===== src/rtl/mc_pkg.sv =====
// mc_pkg: states, opcodes and datapath select encodings
// shared by the multicycle RV32I controller.
package mc_pkg;

  typedef enum logic [3:0] {
    S_FETCH,
    S_DECODE,
    S_EXEC_R,
    S_EXEC_I,
    S_LUI,
    S_ALU_WB,
    S_BRANCH,
    S_JALR_ADDR,
    S_JUMP,
    S_MEM_ADDR,
    S_MEM_RD,
    S_MEM_WB,
    S_MEM_WR,
    S_TRAP
  } state_t;

  localparam logic [6:0] OP_R      = 7'h33;
  localparam logic [6:0] OP_IMM    = 7'h13;
  localparam logic [6:0] OP_LOAD   = 7'h03;
  localparam logic [6:0] OP_STORE  = 7'h23;
  localparam logic [6:0] OP_BRANCH = 7'h63;
  localparam logic [6:0] OP_JAL    = 7'h6F;
  localparam logic [6:0] OP_JALR   = 7'h67;
  localparam logic [6:0] OP_LUI    = 7'h37;
  localparam logic [6:0] OP_AUIPC  = 7'h17;

  localparam logic [3:0] ALU_ADD  = 4'd0;
  localparam logic [3:0] ALU_SUB  = 4'd1;
  localparam logic [3:0] ALU_AND  = 4'd2;
  localparam logic [3:0] ALU_OR   = 4'd3;
  localparam logic [3:0] ALU_SLTU = 4'd4;
  localparam logic [3:0] ALU_SLT  = 4'd5;
  localparam logic [3:0] ALU_XOR  = 4'd6;
  localparam logic [3:0] ALU_SLL  = 4'd7;
  localparam logic [3:0] ALU_SRL  = 4'd8;
  localparam logic [3:0] ALU_SRA  = 4'd9;

  localparam logic [2:0] IMM_I = 3'b000;
  localparam logic [2:0] IMM_S = 3'b001;
  localparam logic [2:0] IMM_B = 3'b010;
  localparam logic [2:0] IMM_U = 3'b011;
  localparam logic [2:0] IMM_J = 3'b100;

  localparam logic [1:0] SA_PC    = 2'b00;
  localparam logic [1:0] SA_OLDPC = 2'b01;
  localparam logic [1:0] SA_A     = 2'b10;
  localparam logic [1:0] SA_ZERO  = 2'b11;

  localparam logic [1:0] SB_B    = 2'b00;
  localparam logic [1:0] SB_IMM  = 2'b01;
  localparam logic [1:0] SB_FOUR = 2'b10;

  localparam logic [1:0] RES_ALUOUT = 2'b00;
  localparam logic [1:0] RES_DATA   = 2'b01;
  localparam logic [1:0] RES_ALU    = 2'b10;

  localparam logic [1:0] TC_NONE = 2'b00;
  localparam logic [1:0] TC_ILL  = 2'b01;
  localparam logic [1:0] TC_TMO  = 2'b10;

  // alt selects sub/sra where funct7 = 0x20
  function automatic logic [3:0] alu_of(
    input logic [2:0] f3,
    input logic       alt
  );
    case (f3)
      3'b000:  alu_of = alt ? ALU_SUB : ALU_ADD;
      3'b001:  alu_of = ALU_SLL;
      3'b010:  alu_of = ALU_SLT;
      3'b011:  alu_of = ALU_SLTU;
      3'b100:  alu_of = ALU_XOR;
      3'b101:  alu_of = alt ? ALU_SRA : ALU_SRL;
      3'b110:  alu_of = ALU_OR;
      default: alu_of = ALU_AND;
    endcase
  endfunction

endpackage


===== src/rtl/mc_controller_hs_alu_dec.sv =====
// mc_alu_dec: ALU operation decode and illegal
// encoding detection from the IR fields.
module mc_alu_dec
  import mc_pkg::*;
(
  input  logic [6:0] op,
  input  logic [2:0] funct3,
  input  logic [6:0] funct7,
  output logic [3:0] alu_ctrl,
  output logic       illegal
);

  logic f7z;
  logic f7a;

  assign f7z = (funct7 == 7'h00);
  assign f7a = (funct7 == 7'h20);

  always_comb begin
    alu_ctrl = ALU_ADD;
    illegal  = 1'b0;
    case (op)
      OP_R: begin
        alu_ctrl = alu_of(funct3, f7a);
        illegal  = !(f7z || (f7a &&
                   (funct3 == 3'b000 ||
                    funct3 == 3'b101)));
      end
      OP_IMM: begin
        alu_ctrl = alu_of(funct3,
                          f7a && funct3 == 3'b101);
        if (funct3 == 3'b001)
          illegal = !f7z;
        else if (funct3 == 3'b101)
          illegal = !(f7z || f7a);
      end
      OP_BRANCH:
        illegal = (funct3[2:1] == 2'b01);
      OP_LOAD, OP_STORE:
        illegal = (funct3 != 3'b010);
      OP_JALR:
        illegal = (funct3 != 3'b000);
      OP_JAL, OP_LUI, OP_AUIPC:
        illegal = 1'b0;
      default:
        illegal = 1'b1;
    endcase
  end

endmodule


===== src/rtl/mc_controller_hs.sv =====
// mc_controller_hs: multicycle RV32I control FSM with memory
// handshake and traps; MC_PERF_CNT_EN adds the instret counter.
module mc_controller_hs
  import mc_pkg::*;
#(
  parameter int TIMEOUT_W = 8
`ifdef MC_PERF_CNT_EN
  , parameter int CNT_W = 32
`endif
) (
  input  logic       clk,
  input  logic       rst,
  input  logic [6:0] op,
  input  logic [2:0] funct3,
  input  logic [6:0] funct7,
  input  logic       zero,
  input  logic       lt,
  input  logic       ltu,
  input  logic       mem_ready,
  output logic       mem_req,
  output logic       mem_write,
  output logic       adr_src,
  output logic       ir_write,
  output logic       pc_write,
  output logic       reg_write,
  output logic [1:0] result_src,
  output logic [1:0] alu_src_a,
  output logic [1:0] alu_src_b,
  output logic [2:0] imm_src,
  output logic [3:0] alu_control,
  output logic       halted,
  output logic [1:0] trap_cause
`ifdef MC_PERF_CNT_EN
  , output logic [CNT_W-1:0] instret
`endif
);

  state_t               state;
  state_t               state_nxt;
  logic [1:0]           cause_nxt;
  logic [TIMEOUT_W-1:0] wcnt;
  logic [TIMEOUT_W-1:0] wcnt_inc;
  logic                 waiting;
  logic                 tmo;
  logic                 br_take;
  logic [3:0]           dec_alu;
  logic                 dec_ill;

  mc_alu_dec u_dec (
    .op       (op),
    .funct3   (funct3),
    .funct7   (funct7),
    .alu_ctrl (dec_alu),
    .illegal  (dec_ill)
  );

  assign wcnt_inc = wcnt + {{(TIMEOUT_W-1){1'b0}}, 1'b1};
  assign waiting  = !mem_ready &&
                    (state == S_FETCH  ||
                     state == S_MEM_RD ||
                     state == S_MEM_WR);
  // trap on the not-ready cycle that brings the count to all-ones
  assign tmo      = waiting && (&wcnt_inc);

  always_comb begin
    br_take = 1'b0;
    case (funct3)
      3'b000:  br_take = zero;
      3'b001:  br_take = !zero;
      3'b100:  br_take = lt;
      3'b101:  br_take = !lt;
      3'b110:  br_take = ltu;
      3'b111:  br_take = !ltu;
      default: br_take = 1'b0;
    endcase
  end

  always_comb begin
    state_nxt   = state;
    cause_nxt   = TC_NONE;
    mem_req     = 1'b0;
    mem_write   = 1'b0;
    adr_src     = 1'b0;
    ir_write    = 1'b0;
    pc_write    = 1'b0;
    reg_write   = 1'b0;
    result_src  = RES_ALUOUT;
    alu_src_a   = SA_PC;
    alu_src_b   = SB_B;
    imm_src     = IMM_I;
    alu_control = ALU_ADD;
    halted      = 1'b0;
    if (!rst) begin
      case (state)
        S_FETCH: begin
          mem_req    = 1'b1;
          alu_src_b  = SB_FOUR;
          result_src = RES_ALU;
          ir_write   = mem_ready;
          pc_write   = mem_ready;
          if (mem_ready) begin
            state_nxt = S_DECODE;
          end else if (tmo) begin
            state_nxt = S_TRAP;
            cause_nxt = TC_TMO;
          end
        end
        S_DECODE: begin
          alu_src_a = SA_OLDPC;
          alu_src_b = SB_IMM;
          case (op)
            OP_BRANCH: imm_src = IMM_B;
            OP_JAL:    imm_src = IMM_J;
            OP_AUIPC:  imm_src = IMM_U;
            default:   imm_src = IMM_I;
          endcase
          if (dec_ill) begin
            state_nxt = S_TRAP;
            cause_nxt = TC_ILL;
          end else begin
            case (op)
              OP_R:      state_nxt = S_EXEC_R;
              OP_IMM:    state_nxt = S_EXEC_I;
              OP_BRANCH: state_nxt = S_BRANCH;
              OP_JAL:    state_nxt = S_JUMP;
              OP_JALR:   state_nxt = S_JALR_ADDR;
              OP_LUI:    state_nxt = S_LUI;
              OP_AUIPC:  state_nxt = S_ALU_WB;
              OP_LOAD,
              OP_STORE:  state_nxt = S_MEM_ADDR;
              default: begin
                state_nxt = S_TRAP;
                cause_nxt = TC_ILL;
              end
            endcase
          end
        end
        S_EXEC_R: begin
          alu_src_a   = SA_A;
          alu_control = dec_alu;
          state_nxt   = S_ALU_WB;
        end
        S_EXEC_I: begin
          alu_src_a   = SA_A;
          alu_src_b   = SB_IMM;
          alu_control = dec_alu;
          state_nxt   = S_ALU_WB;
        end
        S_LUI: begin
          alu_src_a  = SA_ZERO;
          alu_src_b  = SB_IMM;
          imm_src    = IMM_U;
          result_src = RES_ALU;
          reg_write  = 1'b1;
          state_nxt  = S_FETCH;
        end
        S_ALU_WB: begin
          reg_write = 1'b1;
          state_nxt = S_FETCH;
        end
        S_BRANCH: begin
          alu_src_a   = SA_A;
          alu_control = ALU_SUB;
          pc_write    = br_take;
          state_nxt   = S_FETCH;
        end
        S_JALR_ADDR: begin
          alu_src_a = SA_A;
          alu_src_b = SB_IMM;
          state_nxt = S_JUMP;
        end
        S_JUMP: begin
          alu_src_a = SA_OLDPC;
          alu_src_b = SB_FOUR;
          pc_write  = 1'b1;
          state_nxt = S_ALU_WB;
        end
        S_MEM_ADDR: begin
          alu_src_a = SA_A;
          alu_src_b = SB_IMM;
          if (op == OP_STORE) begin
            imm_src   = IMM_S;
            state_nxt = S_MEM_WR;
          end else begin
            state_nxt = S_MEM_RD;
          end
        end
        S_MEM_RD: begin
          mem_req = 1'b1;
          adr_src = 1'b1;
          if (mem_ready) begin
            state_nxt = S_MEM_WB;
          end else if (tmo) begin
            state_nxt = S_TRAP;
            cause_nxt = TC_TMO;
          end
        end
        S_MEM_WB: begin
          result_src = RES_DATA;
          reg_write  = 1'b1;
          state_nxt  = S_FETCH;
        end
        S_MEM_WR: begin
          mem_req   = 1'b1;
          mem_write = 1'b1;
          adr_src   = 1'b1;
          if (mem_ready) begin
            state_nxt = S_FETCH;
          end else if (tmo) begin
            state_nxt = S_TRAP;
            cause_nxt = TC_TMO;
          end
        end
        S_TRAP: begin
          halted = 1'b1;
        end
        default: begin
          state_nxt = S_TRAP;
          cause_nxt = TC_ILL;
        end
      endcase
    end
  end

  always_ff @(posedge clk or posedge rst) begin
    if (rst) begin
      state      <= S_FETCH;
      wcnt       <= '0;
      trap_cause <= TC_NONE;
    end else begin
      state <= state_nxt;
      wcnt  <= (waiting && state_nxt == state) ?
               wcnt_inc : '0;
      if (state_nxt == S_TRAP && state != S_TRAP)
        trap_cause <= cause_nxt;
    end
  end

`ifdef MC_PERF_CNT_EN
  always_ff @(posedge clk or posedge rst) begin
    if (rst) begin
      instret <= '0;
    end else if (state_nxt == S_FETCH &&
                 state != S_FETCH &&
                 state != S_TRAP) begin
      instret <= instret + {{(CNT_W-1){1'b0}}, 1'b1};
    end
  end
`endif

endmodule


===== config.mk =====
export PLATFORM = sky130hd
export DESIGN_NAME = mc_controller_hs
export DESIGN_NICKNAME = d
export VERILOG_FILES = /design/src/rtl/mc_pkg.sv /design/src/rtl/mc_controller_hs_alu_dec.sv /design/src/rtl/mc_controller_hs.sv
export SDC_FILE = /design/constraint.sdc
export NUM_CORES = 1
export LEC_CHECK = 0
export CORE_MARGIN = 4
export CORE_UTILIZATION = 50
export CTS_BUF_LIST = sky130_fd_sc_hd__clkbuf_4
export DETAILED_ROUTE_END_ITERATION = 10
export GPL_TIMING_DRIVEN = 0
export PLACE_DENSITY = 0.82
export SLEW_MARGIN = 20
export SYNTH_ARGS = -nofsm -noshare
export SYNTH_HDL_FRONTEND = slang
export SYNTH_SLANG_ARGS = --single-unit
export TNS_END_PERCENT = 50

===== constraint.sdc =====
create_clock -name clk -period 3.8 [get_ports clk]
set_clock_uncertainty 0.1 [all_clocks]
set_input_delay 0.38 -clock clk [delete_from_list [all_inputs] [get_ports clk]]
set_output_delay 0.38 -clock clk [all_outputs]
set_load 0.02 [all_outputs]

### Routing congestion map, run 1

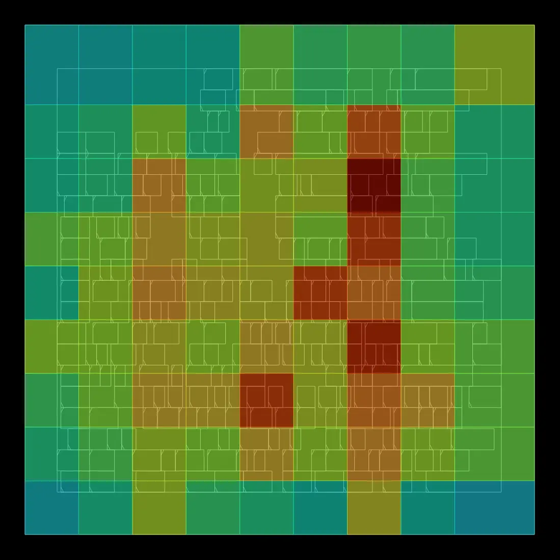
met3 GRT Util: 3.25%
routing usage on met2: 34.0%
end-of-flow core utilization: 69.4%

### Sequential cells coloured by netlist name, run 1

Drawn at 8 px/µm.
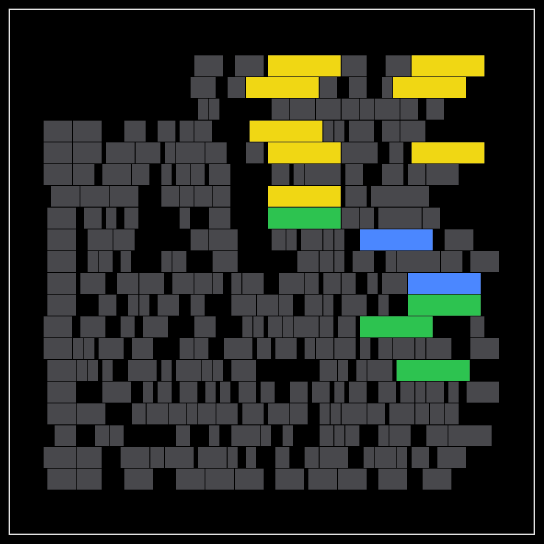
`wcnt` -> yellow  # sequential cells 8, where top middle
`state` -> green  # sequential cells 4, where right middle
`trap_cause` -> blue  # sequential cells 2

==> flow.log, run 1 <==
[report] extracting results
[metrics] wire length per cell: 13.3 µm
[metrics] static leakage power: 0.000799 µW
[metrics] pin count of the biggest net entering global routing: 17
[metrics] result of the run: completed
[metrics] Clock group: 82.9 µW
[metrics] count of inserted tapcells: 44
[metrics] critical path startpoint category: primary input
[metrics] synthesized netlist cell count: 222
[metrics] sequential cell fraction of total power: 18.3%
[metrics] cell area after placement: 2130 µm²
[metrics] and+or+nand+nor area frac: 36.7%
[metrics] wire length on met2: 1910 µm
[metrics] number of buffers inserted by port buffering: 42
[metrics] count of non-CTS inverters in the layout: 5
[metrics] ratio of cells with drive above 1 in the final layout: 8.96%
[metrics] number of global-route vias before repair: 1620
[metrics] area of the synthesized netlist per yosys stat: 1650 µm²
[metrics] minimum hold slack: 0.414 ns
[metrics] number of logic gates: 184
[metrics] switching portion of total power: 48.9%
[metrics] DRT antenna net count: 0
[metrics] metal3 WL: 249 µm
[metrics] total wire length: 4140 µm
[metrics] Die Height: 65.5 µm
[metrics] number of sinks on the clock net: 14
[metrics] Top Metal Used: met4
[metrics] top-level port count: 45
[metrics] nets@finish: 294
[metrics] remaining routing DRC violations: 0
[metrics] largest area contributor in the synthesized netlist: sky130_fd_sc_hd__dfrtp_1
[metrics] worst stage delay on the critical path: 0.60 ns
[metrics] class of the tightest hold or removal check: reg2reg
[metrics] most frequent cells in the layout: sky130_fd_sc_hd__clkdlybuf4s50_1, sky130_fd_sc_hd__nor2_1, sky130_fd_sc_hd__nand2_1
[metrics] number of DRC violations after detailed-routing iteration 0: 118
[metrics] number of buffers on the longest clock path: 2
[metrics] r2r setup slk: 0.93 ns
[metrics] post-synth tally of flip-flops with integrated enable: 0
[metrics] GR peak layer: met2
[metrics] fraction of registers with async set/reset: 100%
[metrics] cell internal pwr: 548 µW
[metrics] post-layout total power: 1070 µW
[metrics] combined area of the multi-input logic cells: 1180 µm²
[metrics] compound-gate portion of the synthesized area: 24.1%
[metrics] Tightest Pin Transition: 0.572 ns
[metrics] largest driver fanout on the critical path: 8
[metrics] count of plain and timing-repair buffers: 61
### M3 wires, run 1

Drawn at 6 px/µm.
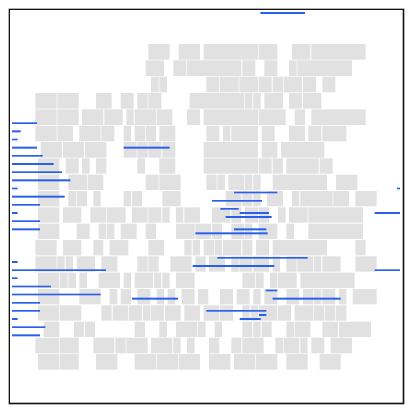
nets with wire on the layer = 42
main direction = horizontal
wire length on this layer = 249 µm
longest straight run = 15.4 µm
share of all routed wire = 6.0%

## run 1: path summary, 6_finish.rpt
| kind | endpoint | cells after the start | from |
|---|---|---|---|
| setup / recovery | alu_control[0] | 9 | op[3] |
| hold / removal | trap_cause[0] | 1 | trap_cause[0] |
| setup reg to reg | trap_cause[0] | 8 | state[1] |
| hold reg to reg | trap_cause[0] | 1 | trap_cause[0] |
| max in group asynchronous | state[3] | 3 | rst |
| min in group asynchronous | wcnt[3] | 3 | rst |
## run 1: registers in the layout, indices dropped and copies added, names as in the netlist
signal	count
wcnt	8
state	4
trap_cause	2
## run 1: worst max-delay path: cells and delay by family
| family | cells | cell delay [ns] |
|---|---|---|
| compound gates | 3 | 0.60 |
| buf+inv | 3 | 1.34 |
| simple gates | 3 | 0.70 |
### Signal wires on met1, run 1

Drawn at 8 px/µm. Supply wires on this layer in grey.
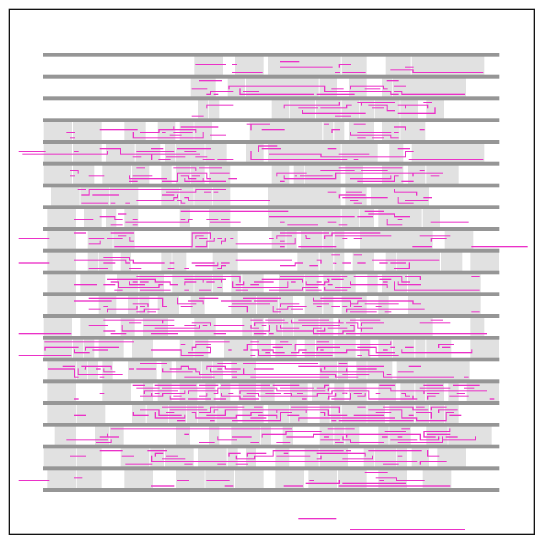

==> run 2, diff against run 1 <==
--- a/config.mk
+++ b/config.mk
@@ -5,7 +5,7 @@
 export SDC_FILE = /design/constraint.sdc
 export NUM_CORES = 1
 export LEC_CHECK = 0
-export CORE_MARGIN = 4
+export CORE_MARGIN = 2
 export CORE_UTILIZATION = 50
 export CTS_BUF_LIST = sky130_fd_sc_hd__clkbuf_4
 export DETAILED_ROUTE_END_ITERATION = 10
### Signal wires on met1, run 2

Drawn at 10 px/µm. Supply wires on this layer in grey.
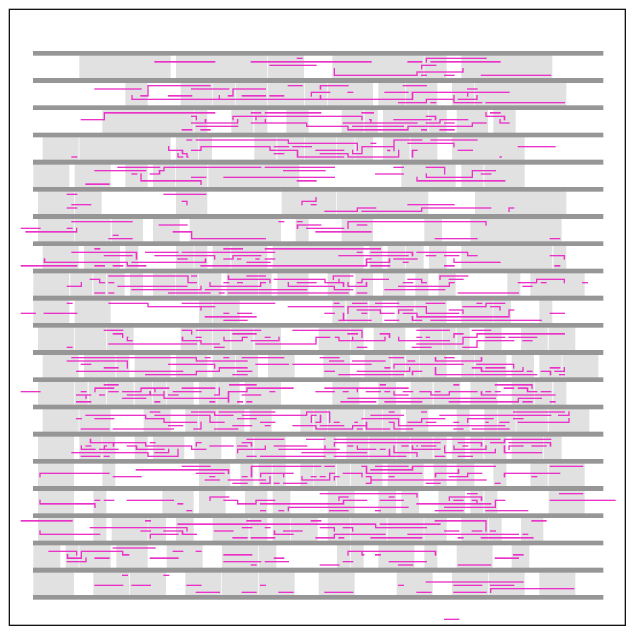
wire length on this layer = 1970 µm
nets with wire on the layer = 266
share of all routed wire = 46%
longest straight run = 28.1 µm
main direction = horizontal

==> run 2 against run 1 <==
Total power about the same; utilization down 0.12 points; clock power decreased by 3.3%; largest power group unchanged; die area down 12%; worst hold slack better by 0.013 ns; via count grew 1.3%; synthesized area did not move; register-to-register slack worse by 0.04 ns; sequential share of layout area hardly changed; final area shrank 0.17%; count of clock-buffer cells in the layout unchanged; first-iteration DRC count down 3.4%.
==> flow.log, run 2 <==
[report] extracting results
[metrics] count of non-CTS inverters in the layout: 5 (unchanged)
[metrics] count of inserted tapcells: 44 (unchanged)
[metrics] top register by number of flip-flops: wcnt
[metrics] post-layout total power: 1070 µW (about the same)
[metrics] worst stage delay on the critical path: 0.59 ns (about the same)
[metrics] termination of the worst setup path: alu_control[0]
[metrics] number of sinks on the clock net: 14 (unchanged)
[metrics] pin count of the biggest net entering global routing: 17 (unchanged)
[metrics] end-of-flow core utilization: 69.2% (-0.12 points)
[metrics] depth of the worst hold-timing path: 1 (unchanged)
[metrics] nets@finish: 294 (unchanged)
[metrics] result of the run: completed
[metrics] minimum hold slack: 0.427 ns (+0.0133 ns)
[metrics] number of logic gates: 184 (unchanged)
[metrics] DRT antenna net count: 0 (unchanged)
[metrics] area of the synthesized netlist per yosys stat: 1650 µm² (unchanged)
[metrics] ratio of cells with drive above 1 in the final layout: 8.99% (+0.034 points)
[metrics] Die Height: 61.5 µm (-6.1%)
[metrics] number of buffers on the longest clock path: 2 (unchanged)
[metrics] largest driver fanout on the critical path: 8 (unchanged)
[metrics] class of the tightest hold or removal check: reg2reg
[metrics] compound-gate portion of the synthesized area: 24.1% (unchanged)
[metrics] remaining routing DRC violations: 0 (unchanged)
[metrics] post-synth tally of flip-flops with integrated enable: 0 (unchanged)
[metrics] R2R depth: 8 (unchanged)
[metrics] static leakage power: 0.000797 µW (-0.20%)
[metrics] r2r setup slk: 0.89 ns (-0.04 ns)
[metrics] number of flip-flops in the largest register: 8 (unchanged)
[metrics] largest area contributor in the synthesized netlist: sky130_fd_sc_hd__dfrtp_1
[metrics] top-level port count: 45 (unchanged)
[metrics] launching instance or port of the critical path: op[3]
[metrics] count of plain and timing-repair buffers: 61 (unchanged)
[metrics] critical path startpoint category: primary input
[metrics] Critical R2R Capture: trap_cause[0]
[metrics] fraction of registers with async set/reset: 100% (unchanged)
[metrics] number of DRC violations after detailed-routing iteration 0: 114 (-3.4%)
[metrics] wire length per cell: 13.8 µm (+4.3%)
[metrics] cell area after placement: 2130 µm² (unchanged)
[metrics] top-area cell type share of the netlist area: 21.2%
[metrics] most frequent cells in the layout: sky130_fd_sc_hd__clkdlybuf4s50_1, sky130_fd_sc_hd__nor2_1, sky130_fd_sc_hd__nand2_1
[metrics] Min-Delay Endpoint: wcnt[0]
[metrics] and+or+nand+nor area frac: 36.7% (unchanged)
[metrics] worst hold path startpoint: wcnt[0]
[metrics] combined area of the multi-input logic cells: 1180 µm² (unchanged)
[metrics] Tightest Pin Transition: 0.597 ns (+0.0253 ns)
### M3 wires, run 2

Drawn at 6 px/µm.
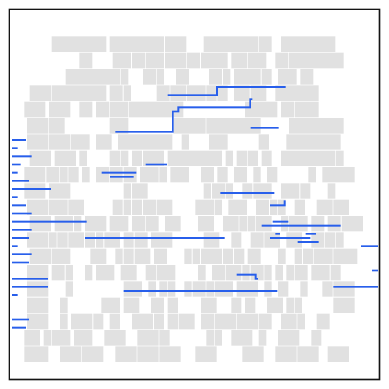
via count: 1808
met3 GRT Util: 3.99%
total wire length: 4300 µm

==> run 2: kinds of logic after synthesis <==
family | after synthesis
DFF | 14
buffers and inverters | 24
xor gates and xnor gates | 15
AOI/OAI and AO/OA | 54
and+or+nand+nor | 111
muxes | 2
adders and majority gates | 2
==> run 2: per-layer routing <==
layer  GRT usage (%)  up-vias  share of wire (%)
li1                -      891                  -
met1            32.2      856                 46
met2            40.0       59                 49
met3            3.99        2                5.3
met4            2.74        0               0.40
met5               0        -                  0
==> run 2: where the power goes <==
group	internal (µW)	switching (µW)	total, µW
Combinational	330	463	793
Clock	36.7	43.5	80.2
Sequential	180	18.2	198
Total	547	525	1070
==> run 2: critical path, delay by kind of cell <==
kind                   cells  cell delay (ns)
AOI/OAI and AO/OA          3             0.61
buffers and inverters      3             1.32
and+or+nand+nor            3             0.70
==> run 3, diff against run 2 <==
--- a/config.mk
+++ b/config.mk
@@ -9,6 +9,7 @@
 export CORE_UTILIZATION = 50
 export CTS_BUF_LIST = sky130_fd_sc_hd__clkbuf_4
 export DETAILED_ROUTE_END_ITERATION = 10
+export GPL_ROUTABILITY_DRIVEN = 0
 export GPL_TIMING_DRIVEN = 0
 export PLACE_DENSITY = 0.82
 export SLEW_MARGIN = 20
### Sequential cells coloured by netlist name, run 3

Drawn at 8 px/µm.
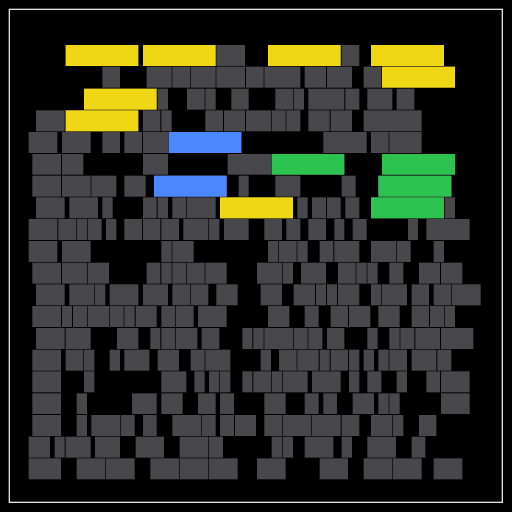
`wcnt` -> yellow  # sequential cells 8
`state` -> green  # sequential cells 4
`trap_cause` -> blue  # sequential cells 2

==> run 3 against run 2 <==
Sequential cell count unchanged; cell count is the same; non-clock buffer count stayed put; combinational power about the same; first-iteration DRC count is the same; total power did not move; largest cell class unchanged; synthesized area is the same; count of clock-buffer cells in the layout did not move; critical endpoint unchanged; largest power group unchanged; critical path type unchanged.
==> flow.log, run 3 <==
[report] extracting results
[metrics] result of the run: completed
[metrics] Top Metal Used: met4
[metrics] top contributor to total power: combinational cells
[metrics] metal3 WL: 228 µm (unchanged)
[metrics] Clk pwr share: 7.5% (about the same)
[metrics] cell internal pwr: 547 µW (unchanged)
[metrics] GR peak layer: met2
[metrics] count of inserted tapcells: 44 (unchanged)
[metrics] top-area cell type share of the netlist area: 21.2% (unchanged)
[metrics] area of the synthesized netlist per yosys stat: 1650 µm² (unchanged)
[metrics] tally of yosys warning messages: 0
[metrics] number of DRC violations after detailed-routing iteration 0: 114 (unchanged)
[metrics] total wire length: 4300 µm (unchanged)
[metrics] Clock group: 80.2 µW (about the same)
[metrics] combined area of the multi-input logic cells: 1180 µm² (unchanged)
[metrics] termination of the worst setup path: alu_control[0]
[metrics] via count: 1808 (unchanged)
[metrics] depth of the worst hold-timing path: 1 (unchanged)
[metrics] combinational cell fraction of total power: 74.0% (about the same)
[metrics] nets@finish: 294 (unchanged)
[metrics] M1 WL: 1970 µm (unchanged)
[metrics] Die Height: 61.5 µm (unchanged)
[metrics] worst stage delay on the critical path: 0.59 ns (about the same)
[metrics] remaining routing DRC violations: 0 (unchanged)
[metrics] largest area contributor in the synthesized netlist: sky130_fd_sc_hd__dfrtp_1
[metrics] gate family responsible for the most delay along the worst path: buffers and inverters
[metrics] Levels on crit path: 9 (unchanged)
[metrics] R2R depth: 8 (unchanged)
[metrics] most frequent cells in the layout: sky130_fd_sc_hd__clkdlybuf4s50_1, sky130_fd_sc_hd__nor2_1, sky130_fd_sc_hd__nand2_1
[metrics] combinational gate power: 793 µW (about the same)
[metrics] class of the tightest hold or removal check: reg2reg
[metrics] fraction of registers with async set/reset: 100% (unchanged)
[metrics] cell area after placement: 2130 µm² (unchanged)
[metrics] number of flip-flops in the largest register: 8 (unchanged)
[metrics] number of logic gates: 184 (unchanged)
[metrics] power spent charging and discharging nets: 525 µW (unchanged)
[metrics] met3 GRT Util: 3.99% (unchanged)
[metrics] compound-gate portion of the synthesized area: 24.1% (unchanged)
[metrics] post-synth tally of flip-flops with integrated enable: 0 (unchanged)
[metrics] number of sinks on the clock net: 14 (unchanged)
[metrics] count of tool warnings: 27
[metrics] worst hold path startpoint: wcnt[0]
[metrics] critical path startpoint category: primary input
[metrics] r2r setup slk: 0.89 ns (about the same)
[metrics] number of buffers on the longest clock path: 2 (unchanged)
[metrics] Die Width: 61.5 µm
[metrics] tally of max-capacitance violations: 0
[metrics] routing usage on met2: 40.0% (unchanged)
[metrics] Critical R2R Capture: trap_cause[0]
[metrics] sequential cell fraction of total power: 18.5% (about the same)
[metrics] DRT antenna net count: 0 (unchanged)
[metrics] pin count of the biggest net entering global routing: 17 (unchanged)
[metrics] Tightest Pin Transition: 0.597 ns (unchanged)
[metrics] wire length on met2: 2090 µm (unchanged)
[metrics] Min-Delay Endpoint: wcnt[0]
[metrics] launching instance or port of the critical path: op[3]
[metrics] top register by number of flip-flops: wcnt
[metrics] ratio of cells with drive above 1 in the final layout: 8.99% (unchanged)
### Signal wires on met1, run 3

Drawn at 10 px/µm. Supply wires on this layer in grey.
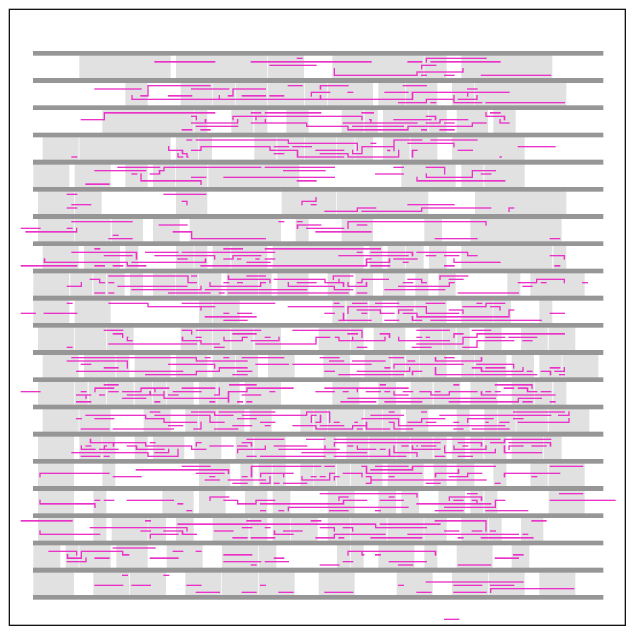
GR Util met1: 32.2%

-- run 3: cell counts after synthesis --
Identical to the previous run, type by type.
-- run 3: worst register-to-register path: stages (launching register included) --
cell and delay (ns):
sky130_fd_sc_hd__dfrtp_1 0.38, sky130_fd_sc_hd__buf_4 0.17, sky130_fd_sc_hd__or4_4 0.51, sky130_fd_sc_hd__a2bb2oi_2 0.18, sky130_fd_sc_hd__a211oi_4 0.36, sky130_fd_sc_hd__o31ai_1 0.11, sky130_fd_sc_hd__a221o_1 0.42, sky130_fd_sc_hd__nand4b_1 0.24
sky130_fd_sc_hd__mux2_4 0.33
-- run 3: through the flow --
stage	utilization [%]	power, µW
after detailed placement	68.5	983
after CTS	69.2	1070
after global placement	68.5	977
after global routing	69.2	1150
final	69.2	1070
after floorplan	-	747

## Gallery

Signal wires by layer.
Drawn at 8 px/µm. Two of the layers only.
image #1
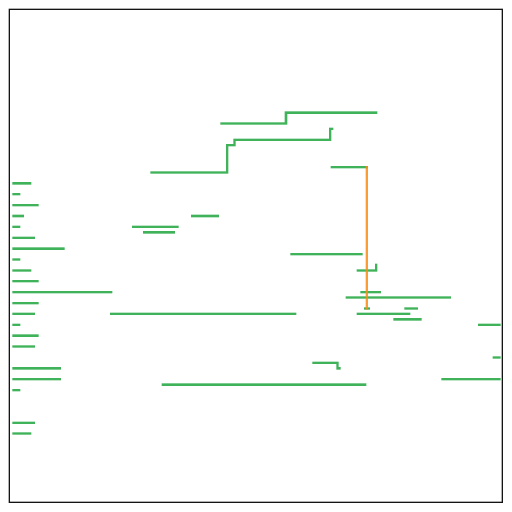
image #2
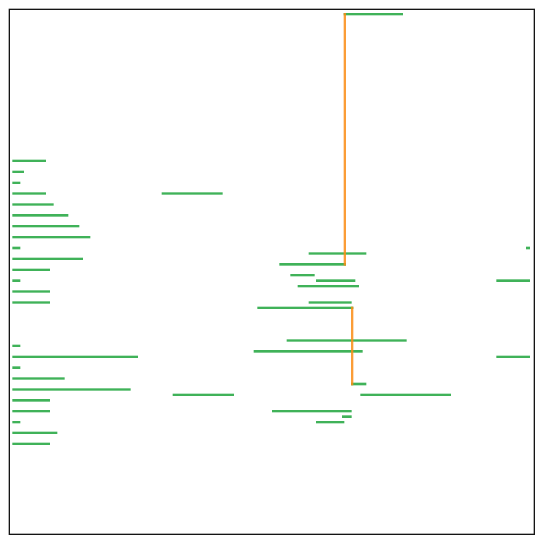
- run 1 = image #2
- run 3 = image #1

Power is estimated from default activity; no workload was simulated.
